--- src/rtl/cipher_stream_ctrl.sv ---
// cipher_stream_ctrl: Wishbone/byte-stream front end for an external block-cipher core
// Loads a block through Wishbone writes or an s_valid/s_ready byte stream.
// Starts the core and waits for core_done, with a timeout.
// Returns the result through Wishbone reads or an m_valid/m_ready byte stream.
// Ports:
//   clk, reset_n                  : clock and asynchronous active-low reset
//   i_wb_* / o_wb_*               : Wishbone slave (32-bit, byte addressed, BASE_ADDRESS)
//   s_valid/s_data/s_ready        : input byte stream
//   m_valid/m_data/m_ready        : output byte stream
//   core_text/key/start/encrypt   : to the cipher core
//   core_result/core_done         : from the cipher core
//   irq                           : interrupt output
// Optional: define CIPHER_STREAM_IRQ_EN to enable irq = IE & (DONE | TIMEOUT).
// Without it, irq is tied 0 and CTRL[3] reads 0.
module cipher_stream_ctrl #(
  parameter logic [31:0] BASE_ADDRESS   = 32'h3000_0000,
  parameter int          BLOCK_BYTES    = 8,
  parameter int          TIMEOUT_CYCLES = 64
) (
  input  logic                     clk,
  input  logic                     reset_n,
  input  logic                     i_wb_cyc,
  input  logic                     i_wb_stb,
  input  logic                     i_wb_we,
  input  logic [31:0]              i_wb_addr,
  input  logic [31:0]              i_wb_data,
  output logic                     o_wb_ack,
  output logic                     o_wb_stall,
  output logic [31:0]              o_wb_data,
  input  logic                     s_valid,
  input  logic [7:0]               s_data,
  output logic                     s_ready,
  output logic                     m_valid,
  output logic [7:0]               m_data,
  input  logic                     m_ready,
  output logic [8*BLOCK_BYTES-1:0] core_text,
  output logic [8*BLOCK_BYTES-1:0] core_key,
  output logic                     core_start,
  output logic                     core_encrypt,
  input  logic [8*BLOCK_BYTES-1:0] core_result,
  input  logic                     core_done,
  output logic                     irq
);
  localparam int W = BLOCK_BYTES / 4;
  localparam int N = 8 * BLOCK_BYTES;
  localparam int KW = (W > 1) ? $clog2(W) : 1;
  localparam int TW = $clog2(TIMEOUT_CYCLES);
  localparam logic [7:0] LAST = 8'(BLOCK_BYTES - 1);

  typedef enum logic [2:0] {IDLE, LOAD, START, WAIT, UNLOAD} state_t;

  state_t state, nstate;
  logic [N-1:0] in_reg, out_reg, key_reg;
  logic encrypt, stream_en, done, tmo, werr, from_stream, ie_rd;
  logic [7:0] idx;
  logic [TW-1:0] tcnt;
  logic [31:0] off, rdata;
  logic [29:0] wi;
  logic [KW-1:0] k;
  logic sel_in, sel_out, sel_key, sel_ctrl, sel_sts, req, wr, busy, go, tlast, wr_ok;

  assign off      = i_wb_addr - BASE_ADDRESS;
  assign wi       = off[31:2];
  assign sel_in   = wi < 30'(W);
  assign sel_out  = !sel_in && wi < 30'(2 * W);
  assign sel_key  = wi >= 30'(2 * W) && wi < 30'(3 * W);
  assign sel_ctrl = wi == 30'(3 * W);
  assign sel_sts  = wi == 30'(3 * W + 1);
  assign req      = i_wb_cyc && i_wb_stb && off[1:0] == 2'b00 && wi < 30'(3 * W + 2);
  assign wr       = req && i_wb_we;
  assign busy     = state != IDLE;
  // IN, KEY and CTRL writes are only honoured while idle
  assign wr_ok    = wr && !busy;
  assign go       = wr_ok && sel_ctrl && i_wb_data[0];
  assign tlast    = tcnt == TW'(TIMEOUT_CYCLES - 1);
  assign k        = KW'(sel_in ? wi : sel_out ? wi - 30'(W) : wi - 30'(2 * W));

  assign o_wb_stall   = 1'b0;
  assign core_text    = in_reg;
  assign core_key     = key_reg;
  assign core_encrypt = encrypt;

  always_comb begin
    rdata = sel_in   ? in_reg[32*k +: 32] :
            sel_out  ? out_reg[32*k +: 32] :
            sel_key  ? key_reg[32*k +: 32] :
            sel_ctrl ? {28'd0, ie_rd, stream_en, encrypt, 1'b0} :
                       {16'd0, idx, 4'd0, werr, tmo, busy, done};
  end

  always_comb begin
    nstate     = state;
    s_ready    = 1'b0;
    m_valid    = 1'b0;
    m_data     = 8'd0;
    core_start = 1'b0;
    case (state)
      IDLE:   nstate = go ? START : (stream_en && s_valid) ? LOAD : IDLE;
      LOAD: begin
        s_ready = 1'b1;
        nstate  = (s_valid && idx == LAST) ? START : LOAD;
      end
      START: begin
        core_start = 1'b1;
        nstate     = WAIT;
      end
      WAIT:   nstate = core_done ? (from_stream ? UNLOAD : IDLE) : tlast ? IDLE : WAIT;
      UNLOAD: begin
        m_valid = 1'b1;
        m_data  = out_reg[8*idx +: 8];
        nstate  = (m_ready && idx == LAST) ? IDLE : UNLOAD;
      end
      default: nstate = IDLE;
    endcase
  end

  always_ff @(posedge clk or negedge reset_n) begin
    if (!reset_n) begin
      state       <= IDLE;
      in_reg      <= '0;
      out_reg     <= '0;
      key_reg     <= '0;
      encrypt     <= 1'b0;
      stream_en   <= 1'b0;
      done        <= 1'b0;
      tmo         <= 1'b0;
      werr        <= 1'b0;
      from_stream <= 1'b0;
      idx         <= '0;
      tcnt        <= '0;
      o_wb_ack    <= 1'b0;
      o_wb_data   <= '0;
    end else begin
      state     <= nstate;
      o_wb_ack  <= req;
      o_wb_data <= (req && !i_wb_we) ? rdata : 32'd0;
      if (wr_ok && sel_in) in_reg[32*k +: 32] <= i_wb_data;
      if (state == LOAD && s_valid) in_reg[8*idx +: 8] <= s_data;
      if (wr_ok && sel_key) key_reg[32*k +: 32] <= i_wb_data;
      if (wr_ok && sel_ctrl) begin
        encrypt   <= i_wb_data[1];
        stream_en <= i_wb_data[2];
      end
      if (state == WAIT && core_done) out_reg <= core_result;
      // sticky status: a new event wins over a same-cycle W1C
      done <= (state == WAIT && core_done) || (done && !(wr && sel_sts && i_wb_data[0]));
      tmo  <= (state == WAIT && !core_done && tlast) || (tmo && !(wr && sel_sts && i_wb_data[2]));
      werr <= (wr && busy && (sel_in || sel_key || sel_ctrl)) || (werr && !(wr && sel_sts && i_wb_data[3]));
      if (state == IDLE) from_stream <= 1'b0;
      else if (state == LOAD) from_stream <= 1'b1;
      // idx wraps to 0 after the last byte so UNLOAD starts from byte 0
      if (state == IDLE) idx <= '0;
      else if ((state == LOAD && s_valid) || (state == UNLOAD && m_ready)) idx <= (idx == LAST) ? 8'd0 : idx + 8'd1;
      if (state == START) tcnt <= '0;
      else if (state == WAIT) tcnt <= tcnt + TW'(1);
    end
  end

`ifdef CIPHER_STREAM_IRQ_EN
  logic ie, irq_q;
  always_ff @(posedge clk or negedge reset_n) begin
    if (!reset_n) begin
      ie    <= 1'b0;
      irq_q <= 1'b0;
    end else begin
      if (wr_ok && sel_ctrl) ie <= i_wb_data[3];
      irq_q <= ie && (done || tmo);
    end
  end
  assign ie_rd = ie;
  assign irq   = irq_q;
`else
  assign ie_rd = 1'b0;
  assign irq   = 1'b0;
`endif
endmodule

--- config.mk ---
export PLATFORM = sky130hd
export DESIGN_NAME = cipher_stream_ctrl
export DESIGN_NICKNAME = d
export VERILOG_FILES = /design/src/rtl/cipher_stream_ctrl.sv
export SDC_FILE = /design/constraint.sdc
export NUM_CORES = 1
export LEC_CHECK = 0
export ABC_AREA = 1
export CAP_MARGIN = 10
export CORE_AREA = 8 8 226 228
export CTS_CLUSTER_SIZE = 14
export DETAILED_ROUTE_END_ITERATION = 16
export DIE_AREA = 0 0 234 236
export GPL_TIMING_DRIVEN = 1
export SLEW_MARGIN = 10
export SYNTH_ARGS = -nofsm -noshare
export SYNTH_HDL_FRONTEND = slang
export SYNTH_SLANG_ARGS = --single-unit
--- constraint.sdc ---
create_clock -name clk -period 4.4 [get_ports clk]
set_input_delay 1.1 -clock clk [delete_from_list [all_inputs] [get_ports clk]]
set_output_delay 1.1 -clock clk [all_outputs]
set_load 0.02 [all_outputs]
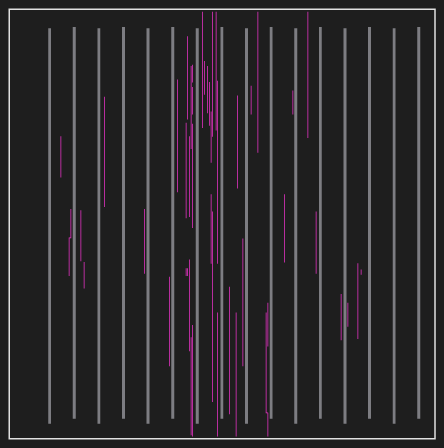
(images/m4.png)
Supply wires on this layer in gray.
The wires run mostly vertical. The layer carries 2040 µm of wire. The longest straight run is 105 µm. The layer holds 3.5% of the routed length. 36 nets have wire on it.

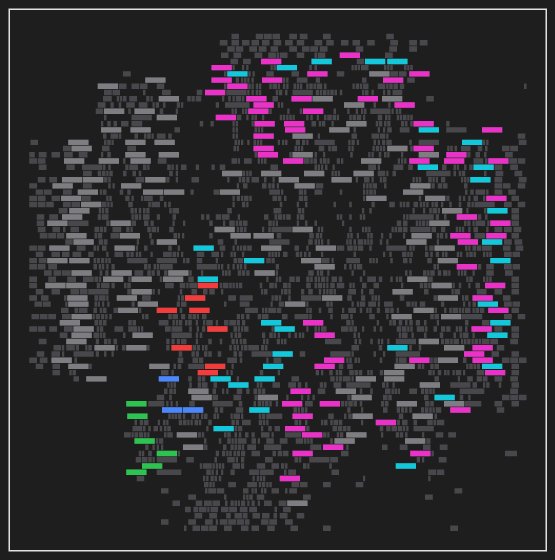
(images/ff_map.png)
Key: cyan = o_wb_data [sequential cells 32]; blue = state [sequential cells 3]; magenta = core_key [sequential cells 64]; red = idx [sequential cells 8]; green = tcnt [sequential cells 6, where lower left]
Another 135 sequential cells are not colored.
register area: 0.00621 mm²
Final Util: 40.2%
Power Sequential: 2.77 mW
register share of the cell area: 32.6%

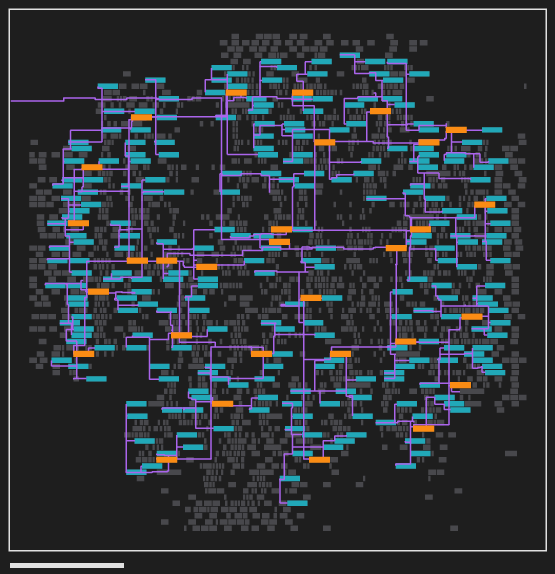
(images/clock_wires.png)
The bar under the picture is 50 µm long.
Key: orange = clock-net drivers [count 30]; cyan = flip-flops [count 248]; purple = clock wires [length 3810 µm]
There are 31 routed clock nets.

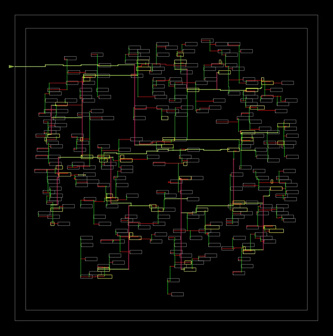
(images/clock_nets.png)
num sequential: 248
Late-Pin Clk Latency: 590 ps
CTS Sinks: 248

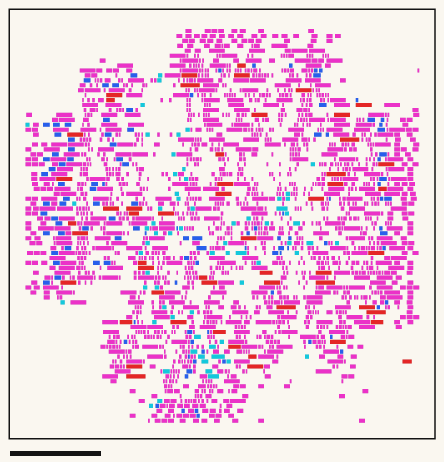
(images/sizing.png)
The bar under the picture is 50 µm long.
Key: magenta = x1 and smaller [cells 1944, share 89%]; red = x6 and larger [cells 53, share 2.4%]; cyan = x3 and x4 [cells 65, share 3.0%]; blue = x2 [cells 113, share 5.2%]
Buffers excl. clock: 364
Synth-to-Final Area Change: 35.3%
setup ws final: 355 ps
Final Cell Area: 0.0190 mm²

==> flow_metrics.env <==
# implementation run metrics
export IMPL_outcome="finished, final reports clean"
export IMPL_yosysSeqAreaShare_pct=44.1
export IMPL_fin_setup_tns_ps=0
export IMPL_synthCells=1864
export IMPL_grt_pass1_vias=13900
export IMPL_die_y_um=236
export IMPL_path_clk_slew_ps=60
export IMPL_p_per_area_mw_per_mm2=400
export IMPL_gp_congestion=0.901
export IMPL_die_width_um=234
export IMPL_placement_rows=80
export IMPL_max_clock_freq_mhz=247
export IMPL_cpMostUsedCell="buf_4"
export IMPL_rsz0062_at_grt="no"
export IMPL_tritoncts="built"
export IMPL_wire_per_inst_um=21.0
export IMPL_xor_share_pct=0.294
export IMPL_top_layer_used="met4"
export IMPL_dieArea_mm2=0.0552
export IMPL_drive_gt1_share_pct=10.6
export IMPL_synthAoiAreaFrac_pct=11.3
export IMPL_drt_wl_total_um=58700
export IMPL_n_fill_cell=4857
export IMPL_finClkSkew_ps=23.9
export IMPL_drtAntennaViolNets=0
export IMPL_crit_path_max_incr_delay_ps=700
export IMPL_drc=0
export IMPL_drt_first_pass_iters=7
export IMPL_cts_resized_gates=0
export IMPL_power_mw=7.62
export IMPL_setup_viol=0
export IMPL_hpwl_um=43700
export IMPL_antenna_found_initial=0
export IMPL_vdd_drop_max_uv=334
export IMPL_worstPathMaxFanout=30
export IMPL_warnings=30
export IMPL_simple_gate_share_pct=30.8
export IMPL_logic_family="simple AND/OR/NAND/NOR gates"
export IMPL_cts_buffers_inserted=30
export IMPL_grt_max_degree=143
export IMPL_cp_end_kind="primary output"
export IMPL_worstPathArrival_ps=2940
export IMPL_edf_count=0
export IMPL_h_tree_depth=1
export IMPL_io_pins=319
export IMPL_max_slew_margin_pct=50.0
export IMPL_antenna_cells=0
export IMPL_layout_worst_path_cycle_share_pct=91.9
export IMPL_ys_sh_mux_pct=3.91
export IMPL_grt_usage_pct=20.4
export IMPL_synth_adder_area_share_pct=0.534
export IMPL_cts_root_buf="clkbuf_16"
export IMPL_cts_max_path_buffers=3
export IMPL_yosysChipArea_mm2=0.0141
export IMPL_syn_area_mm2=0.0141
export IMPL_avgSynthCellArea_um2=7.54
export IMPL_worstSetupPathType="reg -> out"
export IMPL_worst_pin_slew_ps=750
export IMPL_finalHoldViolCount=0
export IMPL_total_leakage_power_nw=9.03
export IMPL_cp_slowest_cell="clkdlybuf4s50_1"
export IMPL_finalMaxSlewViolations=0
export IMPL_crit_path_cell_trace="buf_4 -> inv_1 -> buf_4 -> o21ai_0 -> o221ai_1 -> nand2_1 -> a31oi_1 -> clkdlybuf4s50_1"
export IMPL_overflow=0
export IMPL_wl_met3_um=4960
export IMPL_wl_met2_um=26700
export IMPL_vias=14200
export IMPL_grt_pass1_wl_um=87000
export IMPL_cap_violations=0
export IMPL_fp_util_pct=29.7
export IMPL_startpoint_type="register"
export IMPL_worst_r2r_cell_count=13
export IMPL_ys_flops=248
export IMPL_async_flop_share_pct=100
export IMPL_yosys_cell_types_count=53
export IMPL_nNetsFinal=2301
export IMPL_min_period_ps=4040
export IMPL_avgViaCountPerCell=5.08
export IMPL_core_mm2=0.0473
export IMPL_cts_hold_buffers=0
export IMPL_required_ps=3300
export IMPL_post_cts_setup_buffers=0
export IMPL_drt_iter0_markers=1297
export IMPL_ys_flop_type="dfrtp_1"
export IMPL_hold_path_class="in -> async"
export IMPL_met1_length_um=25000
export IMPL_port_buffers=316
export IMPL_yosys_cells=1864
export IMPL_synth_warning_count=0
per-layer routing:
layer	GRT usage (%)	up-vias
li1	-	6651
met1	27.1	6753
met2	32.6	666
met3	4.42	104
met4	6.52	0
met5	0	-
worst paths after layout:
check                             startpoint             to  slack (ps)
worst max-delay path                  idx[0]      m_data[2]         360
worst min-delay path                 reset_n    core_key[7]         470
worst max register to register        idx[0]  core_text[23]        1080
worst min register to register  core_key[25]   core_key[25]         510
max in group asynchronous            reset_n    out_reg[16]        2820
min in group clk                core_key[25]   core_key[25]         510
where the power goes:
group	leakage, nW	switching (mW)	internal [mW]
logic	5.23	1.27	0.733
registers	3.25	0.220	2.55
clock network	0.549	1.05	1.79
total	9.03	2.54	5.08
metrics by stage:
stage	hold WS (ps)	instance area [µm²]	setup slack (ps)	cells
2_1_floorplan	464	14100	1620	1865
3_3_place_gp	488	17900	506	2734
3_5_place_dp	492	17900	424	2734
4_1_cts	493	19000	358	2790
5_1_grt	506	19000	236	2790
6_report	473	19000	355	2790
worst max-delay path: cells and delay by family (launching register included):
family	cells	cell delay, ps
compound gates	3	620
simple gates	1	70
flops	1	380
buf+inv	4	1290
cells in the final DEF (no fill, tap or decap), types with 5 or more instances in the layout:
cell	count
nand2_1	545
clkdlybuf4s50_1	313
dfrtp_1	248
inv_1	175
nor2_1	151
o21ai_0	131
nand3_1	116
nand4_1	81
a21oi_1	67
mux2_2	47
buf_4	45
clkbuf_16	30
o21ai_1	25
o211ai_1	21
or2_2	19
nor3_1	16
nor2_2	11
inv_2	10
a31oi_1	10
o211ai_2	9
o22ai_1	8
nand3b_1	8
clkbuf_8	8
bufinv_16	7
ha_1	6
nor2_4	5
nand2_2	5
buf_12	5
synth_stat cells (5+ instances only):
| library cell | count | area (µm²) |
|---|---|---|
| nand2_1 | 546 | 2050 |
| dfrtp_1 | 248 | 6210 |
| inv_1 | 175 | 657 |
| nor2_1 | 152 | 571 |
| o21ai_0 | 131 | 656 |
| nand3_1 | 116 | 581 |
| nand4_1 | 81 | 507 |
| a21oi_1 | 67 | 335 |
| clkbuf_1 | 54 | 203 |
| mux2_2 | 47 | 529 |
| buf_2 | 34 | 170 |
| o21ai_1 | 25 | 125 |
| o211ai_1 | 21 | 158 |
| or2_2 | 19 | 119 |
| nor3_1 | 16 | 80.1 |
| inv_2 | 11 | 41.3 |
| a31oi_1 | 10 | 62.6 |
| buf_4 | 10 | 75.1 |
| nor2_2 | 10 | 62.6 |
| o211ai_2 | 9 | 113 |
| nand3b_1 | 8 | 60.1 |
| o22ai_1 | 8 | 50.1 |
| ha_1 | 6 | 75.1 |
| buf_1 | 5 | 18.8 |
| nor2_4 | 5 | 56.3 |
logic make-up after synthesis:
kind of cell / after synthesis
buf+inv: 300
mux: 49
compound gates: 281
xor+xnor: 3
flops: 248
other cells: 1
fa+ha+maj: 6
simple gates: 976
final cells by class:
type	count	area (µm²)	share of cell area (%)
multi-input combinational	1317	6590	34.7
clock inverter	15	272	1.43
tap	615	769	4.05
clock buffer	41	872	4.59
timing repair buffer	364	3590	18.9
inverter	190	722	3.80
sequential	248	6210	32.6
Power is estimated from default activity; no workload was simulated.
